Figure 1. Cells coloured by class.
Drawn at 1 px/um.
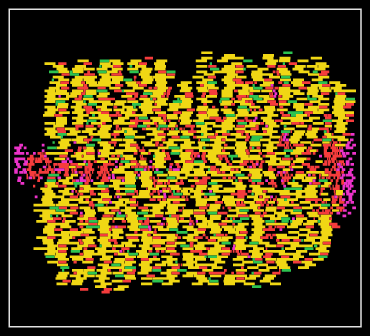
Figure 2. Metal layers overlaid.
Drawn at 1 px/um. Only two layers are drawn.
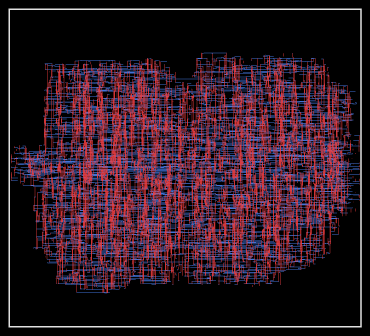
Figure 3. Sequential cells grouped by signal name.
Drawn at 1.5 px/um.
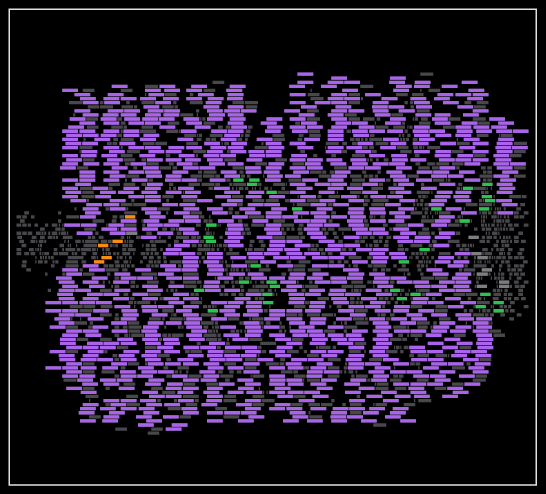
Figure 4. Placement view.
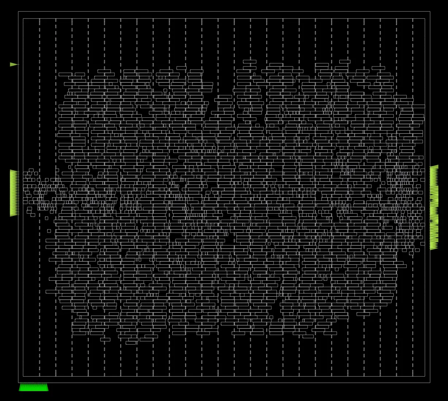
### src/rtl/pl_dmem_pkg.sv
// rtl/pl_dmem_pkg.sv - shared encodings and helpers for the MEM-stage data memory
// Contents: access-size codes, controller state codes, byte-lane mask helper.
package pl_dmem_pkg;

  localparam logic [1:0] SZ_BYTE = 2'b00;
  localparam logic [1:0] SZ_HALF = 2'b01;
  localparam logic [1:0] SZ_WORD = 2'b10;
  localparam logic [1:0] SZ_ILL  = 2'b11;

  localparam logic ST_CLEAR = 1'b0;
  localparam logic ST_READY = 1'b1;

  // Byte lanes touched by an access of size sz at byte offset off (little-endian).
  function automatic logic [3:0] lane_mask(input logic [1:0] sz, input logic [1:0] off);
    case (sz)
      SZ_BYTE: lane_mask = 4'b0001 << off;
      SZ_HALF: lane_mask = off[1] ? 4'b1100 : 4'b0011;
      SZ_WORD: lane_mask = 4'b1111;
      default: lane_mask = 4'b0000;
    endcase
  endfunction

endpackage

### src/rtl/pl_dmem_array.sv
// rtl/pl_dmem_array.sv - DEPTH_WORDS x 32 synchronous RAM with byte write enables
// Ports:
//   clock, reset        rising-edge clock, sync active-high reset (read register only)
//   idx_i               word index shared by read and write
//   be_i, wdata_i       per-lane write enables and lane-replicated write data
//   re_i                read enable; rdata_o holds its value when re_i is low
//   rdata_o             registered read data
module pl_dmem_array
  import pl_dmem_pkg::*;
#(
  parameter int DEPTH_WORDS = 32,
  parameter int AW          = 5
) (
  input  logic          clock,
  input  logic          reset,
  input  logic [AW-1:0] idx_i,
  input  logic [3:0]    be_i,
  input  logic [31:0]   wdata_i,
  input  logic          re_i,
  output logic [31:0]   rdata_o
);

  logic [31:0] mem [DEPTH_WORDS];
  logic [31:0] rdata_q;

  always_ff @(posedge clock) begin
    for (int l = 0; l < 4; l++) begin
      if (be_i[l]) begin
        mem[idx_i][8*l +: 8] <= wdata_i[8*l +: 8];
      end
    end
  end

  always_ff @(posedge clock) begin
    if (reset) begin
      rdata_q <= '0;
    end else if (re_i) begin
      rdata_q <= mem[idx_i];
    end
  end

  assign rdata_o = rdata_q;

endmodule

### src/rtl/pl_dmem_ctrl.sv
// rtl/pl_dmem_ctrl.sv - MEM-stage data memory controller (sub-word access, power-on clear)
// Ports:
//   clock, reset        rising-edge clock, sync active-high reset
//   addr, datain        byte address and right-aligned store data
//   we, re, size, sext  store/load request, access size, load sign-extension
//   dataout, dvalid     load result and its one-cycle valid pulse
//   misalign            one-cycle pulse: the previous request was rejected
//   ready               requests are accepted
module pl_dmem_ctrl
  import pl_dmem_pkg::*;
#(
  parameter int DEPTH_WORDS    = 32,
  parameter bit CLEAR_ON_RESET = 1'b1
) (
  input  logic        clock,
  input  logic        reset,
  input  logic [31:0] addr,
  input  logic [31:0] datain,
  input  logic        we,
  input  logic        re,
  input  logic [1:0]  size,
  input  logic        sext,
  output logic [31:0] dataout,
  output logic        dvalid,
  output logic        misalign,
  output logic        ready
);

  localparam int            AW       = $clog2(DEPTH_WORDS);
  localparam logic [AW-1:0] LAST_IDX = AW'(DEPTH_WORDS - 1);

  logic          state_q, state_d;
  logic [AW-1:0] cnt_q, cnt_d;
  logic          ready_q, dvalid_q, misalign_q;
  logic [1:0]    off_q, size_q;
  logic          sext_q;

  logic          clearing, misal, accept, wr_go, rd_go;
  logic [AW-1:0] word_idx, arr_idx;
  logic [3:0]    arr_be;
  logic [31:0]   wdata_rep, arr_wdata, rdata;
  logic [7:0]    ld_byte;
  logic [15:0]   ld_half;
  logic          unused_addr_bits;

  // Upper address bits alias onto the array.
  assign word_idx         = addr[AW+1:2];
  assign unused_addr_bits = ^addr[31:AW+2];

  assign clearing = (state_q == ST_CLEAR);
  assign misal    = (size == SZ_ILL) ||
                    ((size == SZ_HALF) && addr[0]) ||
                    ((size == SZ_WORD) && (addr[1:0] != 2'b00));
  assign accept   = ready_q && (we || re);
  // A store wins over a simultaneous load.
  assign wr_go    = accept && !misal && we;
  assign rd_go    = accept && !misal && re && !we;

  always_comb begin
    state_d = state_q;
    cnt_d   = cnt_q;
    if (state_q == ST_CLEAR) begin
      cnt_d = cnt_q + AW'(1);
      if (cnt_q == LAST_IDX) begin
        state_d = ST_READY;
      end
    end
  end

  // Replicating the right-aligned data onto every lane lets the lane mask pick the target bytes.
  always_comb begin
    case (size)
      SZ_BYTE: wdata_rep = {4{datain[7:0]}};
      SZ_HALF: wdata_rep = {2{datain[15:0]}};
      default: wdata_rep = datain;
    endcase
  end

  assign arr_idx   = clearing ? cnt_q : word_idx;
  assign arr_be    = clearing ? 4'b1111 : (wr_go ? lane_mask(size, addr[1:0]) : 4'b0000);
  assign arr_wdata = clearing ? 32'h0 : wdata_rep;

  pl_dmem_array #(
    .DEPTH_WORDS(DEPTH_WORDS),
    .AW         (AW)
  ) u_array (
    .clock  (clock),
    .reset  (reset),
    .idx_i  (arr_idx),
    .be_i   (arr_be),
    .wdata_i(arr_wdata),
    .re_i   (rd_go),
    .rdata_o(rdata)
  );

  always_ff @(posedge clock) begin
    if (reset) begin
      state_q    <= CLEAR_ON_RESET ? ST_CLEAR : ST_READY;
      cnt_q      <= '0;
      ready_q    <= 1'b0;
      dvalid_q   <= 1'b0;
      misalign_q <= 1'b0;
      off_q      <= 2'b00;
      size_q     <= SZ_BYTE;
      sext_q     <= 1'b0;
    end else begin
      state_q    <= state_d;
      cnt_q      <= cnt_d;
      // ready lags the state by one edge so the last cleared word is written before any request.
      ready_q    <= (state_q == ST_READY);
      dvalid_q   <= rd_go;
      misalign_q <= accept && misal;
      // Extraction controls only change with a new load, so dataout holds between loads.
      if (rd_go) begin
        off_q  <= addr[1:0];
        size_q <= size;
        sext_q <= sext;
      end
    end
  end

  assign ld_byte = rdata[{off_q, 3'b000} +: 8];
  assign ld_half = off_q[1] ? rdata[31:16] : rdata[15:0];

  always_comb begin
    case (size_q)
      SZ_BYTE: dataout = {{24{sext_q & ld_byte[7]}}, ld_byte};
      SZ_HALF: dataout = {{16{sext_q & ld_half[15]}}, ld_half};
      default: dataout = rdata;
    endcase
  end

  assign dvalid   = dvalid_q;
  assign misalign = misalign_q;
  assign ready    = ready_q;

endmodule

### config.mk
export PLATFORM = sky130hd
export DESIGN_NAME = pl_dmem_ctrl
export DESIGN_NICKNAME = d
export VERILOG_FILES = /design/src/rtl/pl_dmem_pkg.sv /design/src/rtl/pl_dmem_array.sv /design/src/rtl/pl_dmem_ctrl.sv
export SDC_FILE = /design/constraint.sdc
export NUM_CORES = 1
export LEC_CHECK = 0
export CAP_MARGIN = 20
export CORE_ASPECT_RATIO = 0.9
export CORE_MARGIN = 4
export CORE_UTILIZATION = 40
export DETAILED_ROUTE_END_ITERATION = 10
export PLACE_DENSITY = 0.67
export SLEW_MARGIN = 20
export SYNTH_ARGS = -nofsm -noshare
export SYNTH_HDL_FRONTEND = slang
export SYNTH_SLANG_ARGS = --single-unit
### constraint.sdc
create_clock -name clock -period 10.45 [get_ports clock]
set_input_delay 2.09 -clock clock [delete_from_list [all_inputs] [get_ports clock]]
set_output_delay 2.09 -clock clock [all_outputs]
set_load 0.02 [all_outputs]
==> results.ini <==
[run_status]
run_status=completed

[critical_path]
setup.worst_path.end=u_array.rdata_o[7]
crit_path_max_incr_delay_ns=1.14
crit_cells=8
worst_r2r_path_depth=8
path_common_cell=buf_4
r2r_slack_ns=5.46
cp_num_buf_inv=3
critPathSlowestCell=a2111oi_0
capture_instance_of_the_worst_register_to_register_path=u_array.rdata_o[7]
crit-reg2reg-launch=state_q
startpoint=addr[3]
setup.worst_path.end_class=register
worst-setup-path-type=input pin to register
path_delay_family=buffers and inverters
cp.arrival_ns=6.39

[clock_network]
cts-root-buf=clkbuf_16
post_cts_repair_timing_setup_buffer_count=0
cts_tree=yes
cts-resized-gates=0
clock_latency_ns=0.68
cts-buffers-inserted=99
cts_num_sinks=1070
cts-root-to-sink-buffers=3
cts-hold-fix-buffers=0
worst_setup_hold_path_clk_slew_ns=0.06
cts_htree_levels=3

[global_routing]
combined_global_route_utilization_of_all_metal_layers=0.188
grt_pass1_wl_um=152000
grt_antenna_before_repair=7
grt_overflow_total=0
first_global_vias=22319
grt_max_degree=144
groute.layer.met2.usage=0.272
grt_util_met3=0.0682

[final_timing]
finalSetupTns_ns=0
final_hold_viol_count=0
slew-limit-headroom=0.117
report.final.setup_viol=0
max_freq_ghz=0.169
min_period_ns=5.91
layout_setup_ws_ns=4.54
clock-skew-final_ns=0.0267

[detailed_routing]
route.met2.wl_um=45600
post_drt_via_cell_ratio=5.91
wl_um=104000
drc=0
wl_met3_um=13400
drt_pass1_iterations=5
drt.antenna.violating_nets=0
wl_met1_um=42600
route.top_layer_used=met5
drt_first_iter_violations=2924
detailroute.via_count=22167
routed_length_per_placed_instance_um=27.8

[layout]
final-clk-cell-share=0.0673
top_area_cell_class=sequential cells
comb_area_sq_um=10400
layout-drive-gt1-share=0.257
largest_reg_flops=1024
comb_area_frac=0.215
top_register=u_array.mem
num_antenna_cells=5
layoutNonFillerInstCount=3750
non_clock_buffer_count=164
num-clock-buffers=125
number_of_logic_gates=953
seq_area_sq_um=31700
layout.nets=2365
layout.buffer.nonclock.area_share=0.0296

[logic_synthesis]
synthTopCellsByCount=edfxtp_1, mux4_2, nor3_1, nand2_1, clkbuf_1
netlist.area_leader.share=0.729
syn_area_sq_um=42200
ys_seq_elements=1070
synth_warnings=0
yosysSeqAreaShare=0.751
ys_sh_adder=0.000593
postSynthAreaPerCell_sq_um=19.4
aoi_share=0.0492
ys_async_sr_fraction=0
netlist-cell-type-count=60
fp_nets=2253
synth.largest_area_cell=edfxtp_1
ff_type=edfxtp_1
yosys-stat-cells=2180
count_of_library_flops_with_an_enable_pin=1024
synth.cellmix.xorXnorShare=0.000623
syn-instance-count=2180
post_synth_mux_area_share=0.142
synth.area.top_cells=edfxtp_1, mux4_2, dfxtp_1
yosys.area_share.simple=0.0388

[floorplanning]
die-area_sq_um=111000
ios=106
fp_util=0.405
die-height_um=316

[worst_hold_path]
min_to=sext_q
timing.hold.worst.start=sext_q
worst_hold_path_type=register to register

[power_and_ir_drop]
power_top_consumer=sequential cells
p_seq_frac=0.532
total_power_mw=8.81
power_frac_clock=0.411
sw_frac_of_total=0.211
comb_cell_power_uw=503
clock_net_power_mw=3.62
vdd_drop_max_v=0.000114
total_leakage_power_nw=14.6
powerDensity_nw_per_um2=182
power.internal_mw=6.96
netSwitchingPower_mw=1.86
p_comb_frac=0.057

[job]
warnings=58
max_cap_viol_count=0

[place]
io_port_bufs=80
half_perimeter_wire_length_after_placement_um=64100
place.detailed.instances=3559
setup_slack_at_placement_ns=4.09

## Picture notes: Figure 1
| colour | class | cells |
|---|---|---|
| yellow | sequential cells | 1,070 |
| red | combinational and other logic | 957 |
| magenta | remaining buffers and delay cells | 164 |
| green | clock drivers and dummy loads | 186 |
floorplan row count: 112
placeable core region: 104,000 sq um
final non-filler cell area: 48,500 sq um
end-of-flow core utilization: 0.466

## Picture notes: Figure 2
| colour | layer | wire length |
|---|---|---|
| red | metal 2 | 45.6 mm |
| blue | metal 1 | 42.6 mm |

## Picture notes: Figure 3
| colour | name in the netlist | flops |
|---|---|---|
| orange | `cnt_q` | 5 |
| green | `u_array.rdata_o` | 32 |
| purple | `u_array.mem` | 1,024 |

## Picture notes: Figure 4
number of flip-flops and latches: 1,070
fill count: 8,499
flop share of the area: 0.653
tapcell count: 1,368

